## src/rtl/result_reader.sv

```systemverilog
// result_reader: drains the PUF result memory and frames it as
// SOF, length, data bytes and checksum on a valid/ready byte stream.
module result_reader #(
  parameter int         ADDR_WIDTH = 13,
  parameter int         RD_LAT     = 1,
  parameter logic [7:0] SOF        = 8'hA5
) (
  input  logic                  clk,
  input  logic                  rst,
  input  logic                  test_done,
  input  logic [ADDR_WIDTH-1:0] last_addr,
  output logic                  mem_re,
  output logic [ADDR_WIDTH-1:0] mem_raddr,
  input  logic [7:0]            mem_dout,
  output logic [7:0]            tx_data,
  output logic                  tx_valid,
  input  logic                  tx_ready,
  output logic                  busy,
  output logic                  frame_done
);

  typedef enum logic [3:0] {
    IDLE,
    HDR,
    LENH,
    LENL,
    RD,
    WAIT,
    DATA,
    CSUM,
    ARM
  } state_t;

  localparam logic [ADDR_WIDTH-1:0] ONE =
    ADDR_WIDTH'(1);
  localparam logic [1:0] WAIT_INIT =
    2'(RD_LAT - 1);

  state_t                state;
  logic [2:0]            sync;
  logic [ADDR_WIDTH-1:0] len;
  logic [ADDR_WIDTH-1:0] addr;
  logic [7:0]            csum;
  logic [1:0]            wcnt;

  logic                  trig;
  logic                  accept;
  logic [7:0]            len_hi;
  logic [7:0]            len_lo;
  logic [7:0]            csum_add;

  // sync[1] is the synchronized level; sync[2] is its
  // previous value for rising-edge detection.
  assign trig     = sync[1] & ~sync[2];
  assign accept   = tx_valid & tx_ready;
  assign len_hi   = 8'(len >> 8);
  assign len_lo   = len[7:0];
  // tx_data always holds the byte being accepted, so the
  // running sum can use it for length and data alike.
  assign csum_add = csum + tx_data;

  // Two-flop synchronizer for test_done plus an edge history flop.
  always_ff @(posedge clk or negedge rst) begin
    if (!rst) begin
      sync <= '0;
    end else begin
      sync <= {sync[1:0], test_done};
    end
  end

  // Frame sequencer with registered memory and stream outputs.
  always_ff @(posedge clk or negedge rst) begin
    if (!rst) begin
      state      <= IDLE;
      len        <= '0;
      addr       <= '0;
      csum       <= '0;
      wcnt       <= '0;
      mem_re     <= 1'b0;
      mem_raddr  <= '0;
      tx_data    <= '0;
      tx_valid   <= 1'b0;
      busy       <= 1'b0;
      frame_done <= 1'b0;
    end else begin
      mem_re     <= 1'b0;
      frame_done <= 1'b0;
      unique case (state)
        IDLE: begin
          if (trig) begin
            len      <= last_addr;
            csum     <= '0;
            busy     <= 1'b1;
            tx_data  <= SOF;
            tx_valid <= 1'b1;
            state    <= HDR;
          end
        end
        HDR: begin
          if (accept) begin
            tx_data <= len_hi;
            state   <= LENH;
          end
        end
        LENH: begin
          if (accept) begin
            csum    <= csum_add;
            tx_data <= len_lo;
            state   <= LENL;
          end
        end
        LENL: begin
          if (accept) begin
            csum <= csum_add;
            if (len == '0) begin
              tx_data <= csum_add;
              state   <= CSUM;
            end else begin
              addr      <= ONE;
              mem_re    <= 1'b1;
              mem_raddr <= ONE;
              tx_valid  <= 1'b0;
              state     <= RD;
            end
          end
        end
        RD: begin
          wcnt  <= WAIT_INIT;
          state <= WAIT;
        end
        WAIT: begin
          if (wcnt == '0) begin
            tx_data  <= mem_dout;
            tx_valid <= 1'b1;
            state    <= DATA;
          end else begin
            wcnt <= wcnt - 2'd1;
          end
        end
        DATA: begin
          if (accept) begin
            csum <= csum_add;
            if (addr == len) begin
              tx_data <= csum_add;
              state   <= CSUM;
            end else begin
              addr      <= addr + ONE;
              mem_re    <= 1'b1;
              mem_raddr <= addr + ONE;
              tx_valid  <= 1'b0;
              state     <= RD;
            end
          end
        end
        CSUM: begin
          if (accept) begin
            tx_valid   <= 1'b0;
            busy       <= 1'b0;
            frame_done <= 1'b1;
            state      <= ARM;
          end
        end
        ARM: begin
          if (!sync[1]) begin
            state <= IDLE;
          end
        end
        default: begin
          state <= IDLE;
        end
      endcase
    end
  end

  // A stalled byte must not change or vanish.
  a_hold: assert property (
    @(posedge clk) disable iff (!rst)
    tx_valid && !tx_ready |=> tx_valid && $stable(tx_data));

  // Memory reads are single-cycle pulses.
  a_re_pulse: assert property (
    @(posedge clk) disable iff (!rst)
    mem_re |=> !mem_re);

endmodule

```

## config.mk

```make
export PLATFORM = sky130hd
export DESIGN_NAME = result_reader
export DESIGN_NICKNAME = d
export VERILOG_FILES = /design/src/rtl/result_reader.sv
export SDC_FILE = /design/constraint.sdc
export NUM_CORES = 1
export LEC_CHECK = 0
export CAP_MARGIN = 5
export CORE_ASPECT_RATIO = 1.4
export CORE_MARGIN = 1
export CORE_UTILIZATION = 49
export DETAILED_ROUTE_END_ITERATION = 12
export HOLD_SLACK_MARGIN = 0.15
export PLACE_DENSITY = 0.84
export SETUP_SLACK_MARGIN = 0.2
export SYNTH_ARGS = -nofsm -noshare
export SYNTH_HDL_FRONTEND = slang
export SYNTH_SLANG_ARGS = --single-unit
```

## constraint.sdc

```tcl
create_clock -name clk -period 2.15 [get_ports clk]
set_input_delay 0.43 -clock clk [delete_from_list [all_inputs] [get_ports clk]]
set_output_delay 0.43 -clock clk [all_outputs]
set_load 0.01 [all_outputs]
```

**Metal 3**

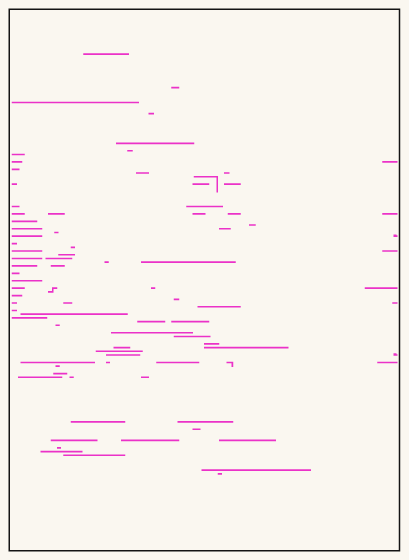
The layer holds 4.4% of the routed length. The wires run mostly horizontal. The layer carries 404 um of wire. The longest straight run is 23.0 um. 64 nets have wire on it.

**Power grid**

The bar under the picture is 20 um long. Pins as bars on the die edge.
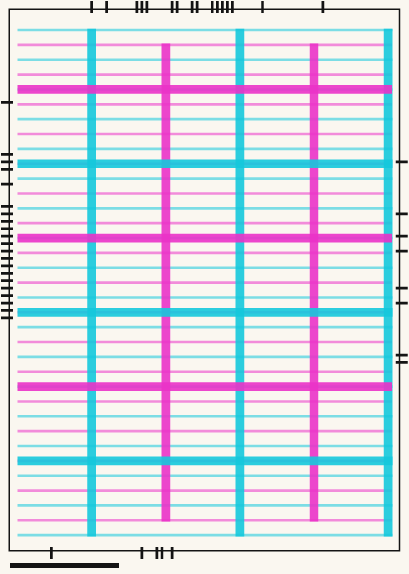
Key: magenta = VDD; cyan = VSS
50 signal pins sit on the boundary. 6 straps on met5. 35 met1 rails follow the rows. 5 straps on met4.

==> summary.txt <==
Flow results follow.

The detailed-route wire length is between 9 and 10 mm. The area fraction in and, or, nand and nor cells is 0.160. In the global route stage, met3 resource usage came out at 0.0409. The detailed router reports a met3 wire length of a little over 400 um. The startpoint type of the worst setup path is a flop. The number of global-route vias before repair came to between 3,000 and 4,000. The OpenROAD warning count is 29. The worst IR drop on VDD is 0.000695 V. In this run the power spent charging and discharging nets is about 0.0023 W.

The post-synthesis share of cell area spent on full adders, half adders and majority gates is 0.0404. Endpoints with negative setup slack in the final report add up to 7. The largest non-sequential cell family by area is AND-OR/OR-AND gates. The count of state elements after synthesis is about 55. Counting instances, the worst hold path has a depth of 0. The final antenna diode count is 0. The post-CTS hold buffer count recorded in the log is 1. In the final layout, the registers with the most flip-flops are addr x13, len x13. The instance area after placement is 0.00418 mm2. The final timing report lists a hold violation count of 0. Setup repair after global routing could not meet its margin everywhere.

For this run, the slowest stage of the critical path takes around 0.44 ns. Looking at the reg2reg group, the worst path ends at tx_data[0]. The run finished, with violations left. During I/O placement, the number of pins put on the boundary was around 50. The cell type contributing the most total cell area after synthesis is sky130_fd_sc_hd__dfrtp_1. The most frequent cell after synthesis is sky130_fd_sc_hd__dfrtp_1.

The first global-routing pass estimated roughly 15 mm of wire. Counting buffers and inverters, the worst setup path is 6 cells deep. The cell count after placement is 481. The multi-input combinational cells in the finished layout cover a total of about 0.0019 mm2.

The critical path's slowest stage uses the library cell sky130_fd_sc_hd__a2111oi_4. The number of port buffers is slightly below 50. Looking at the cell usage after synthesis, the top flip-flop cell is sky130_fd_sc_hd__dfrtp_1.

The number of design rule violations left after detail routing is 2. The fraction of standard cell area in multi-input logic is 0.436. The count of routing violations after the opening detailed-route iteration is ~170. The area growth from synthesis to layout is 35.7%. Per the final report, the share of cell area in clock cells is 0.0191. In this run the most used layer during global routing was met2. The number of placement rows is 34. The worst-case setup margin in the final layout is -0.0719 ns. The post-synthesis share of cell area spent on and-or and or-and gates is 0.197. Of the total power, the clock network draws 0.099. The layout has 107 buffers outside the clock class. Among all cell classes, the greatest summed area belongs to multi-input combinational cells.

The total die size is between 0.007 and 0.008 mm2. The max-cap check violation count is 0. The accumulated negative setup slack is -0.482 ns. In the routed layout, each cell is associated on average with a via count of ~6.

Entering global routing, the biggest net connects 22 pins. Summed over all nets, wire length on met2 after detailed routing comes to between 4 and 5 mm. The final RePlAce weighted congestion is 0.935. At the placement stage, the worst setup path has a slack of -0.334 ns.

For the finished layout, the period the worst path requires is 2.22 ns. Of the total power, registers draw 0.312. The final timing summary puts the cycle share of the worst path at 1.03. The power per unit of standard cell area is about 1300 mW/mm2. Measured in cells, the most critical reg-to-reg path has a length of 6. The logic gate share of total power is 0.589. The count of inverters other than clock inverters in the layout is 8.

The area figure in the yosys stat output is ~0.0033 mm2. The commonest cells after synthesis are sky130_fd_sc_hd__dfrtp_1 (55), sky130_fd_sc_hd__nand2_1 (21), sky130_fd_sc_hd__nor2_1 (21). Looking at the worst setup and hold paths, the clock pins of their registers show a slew of around 0.1 ns.

Routed signal wires occupy layers up through met4. The combinational logic power is 0.00342 W. The endpoint required time on the critical path is between 2 and 2.5 ns. The checks that failed: DRC, setup timing. The net switching share of the total power is 0.401.

At the worst endpoint, the arrival time is between 2 and 2.5 ns. The overall fraction of global-route tracks in use is 0.273. The kind of end point of the critical path is a flop. The number of resized instances in the post-cts repair step is 10. The layout filler cell count is about 470. The sequential area share after synthesis is 0.419. Of the post-synthesis cell area, the part taken by muxes is 0.0952.

The number of setup buffers added after CTS is 1. The average routed wire per standard cell is roughly 18 um. Counting flops with a built-in enable in the synthesized netlist gives 0. The initial antenna violation count is 0.

The number of well taps is between 70 and 80. For the worst reg-to-reg path, the startpoint reported by OpenROAD is len[5]. The number of detailed-route iterations in the first pass is 8. The worst hold path endpoint is sync[1]. In the final routing, the length of wire on met1 measures 3.55 mm.

The post-synthesis instance area is 0.00328 mm2. The worst pin sits at a relative slew slack of 0.586. The area taken by flip-flops and latches is ~0.0014 mm2.
**Clock routing**

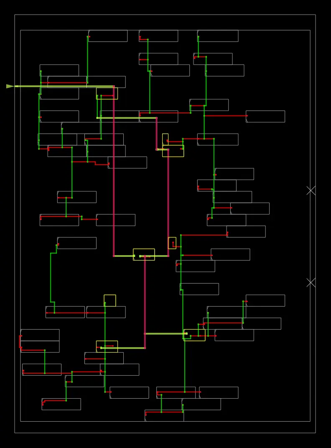
number of buffers inserted during clock tree synthesis: 5
clock network power: 0.000573 W
clock sink total: 55
Clock Latency Late Sink: 0.32 ns
number of clock buffer instances in the layout: 6

**Met2 routing**

The bar under the picture is 20 um long.
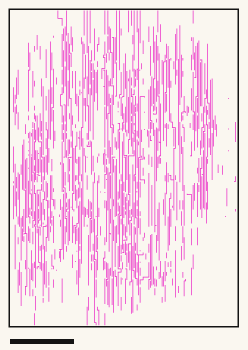
The longest straight run is 37.4 um. 409 nets have wire on it.

No activity file was given, so power comes from the tool's default toggle rates.
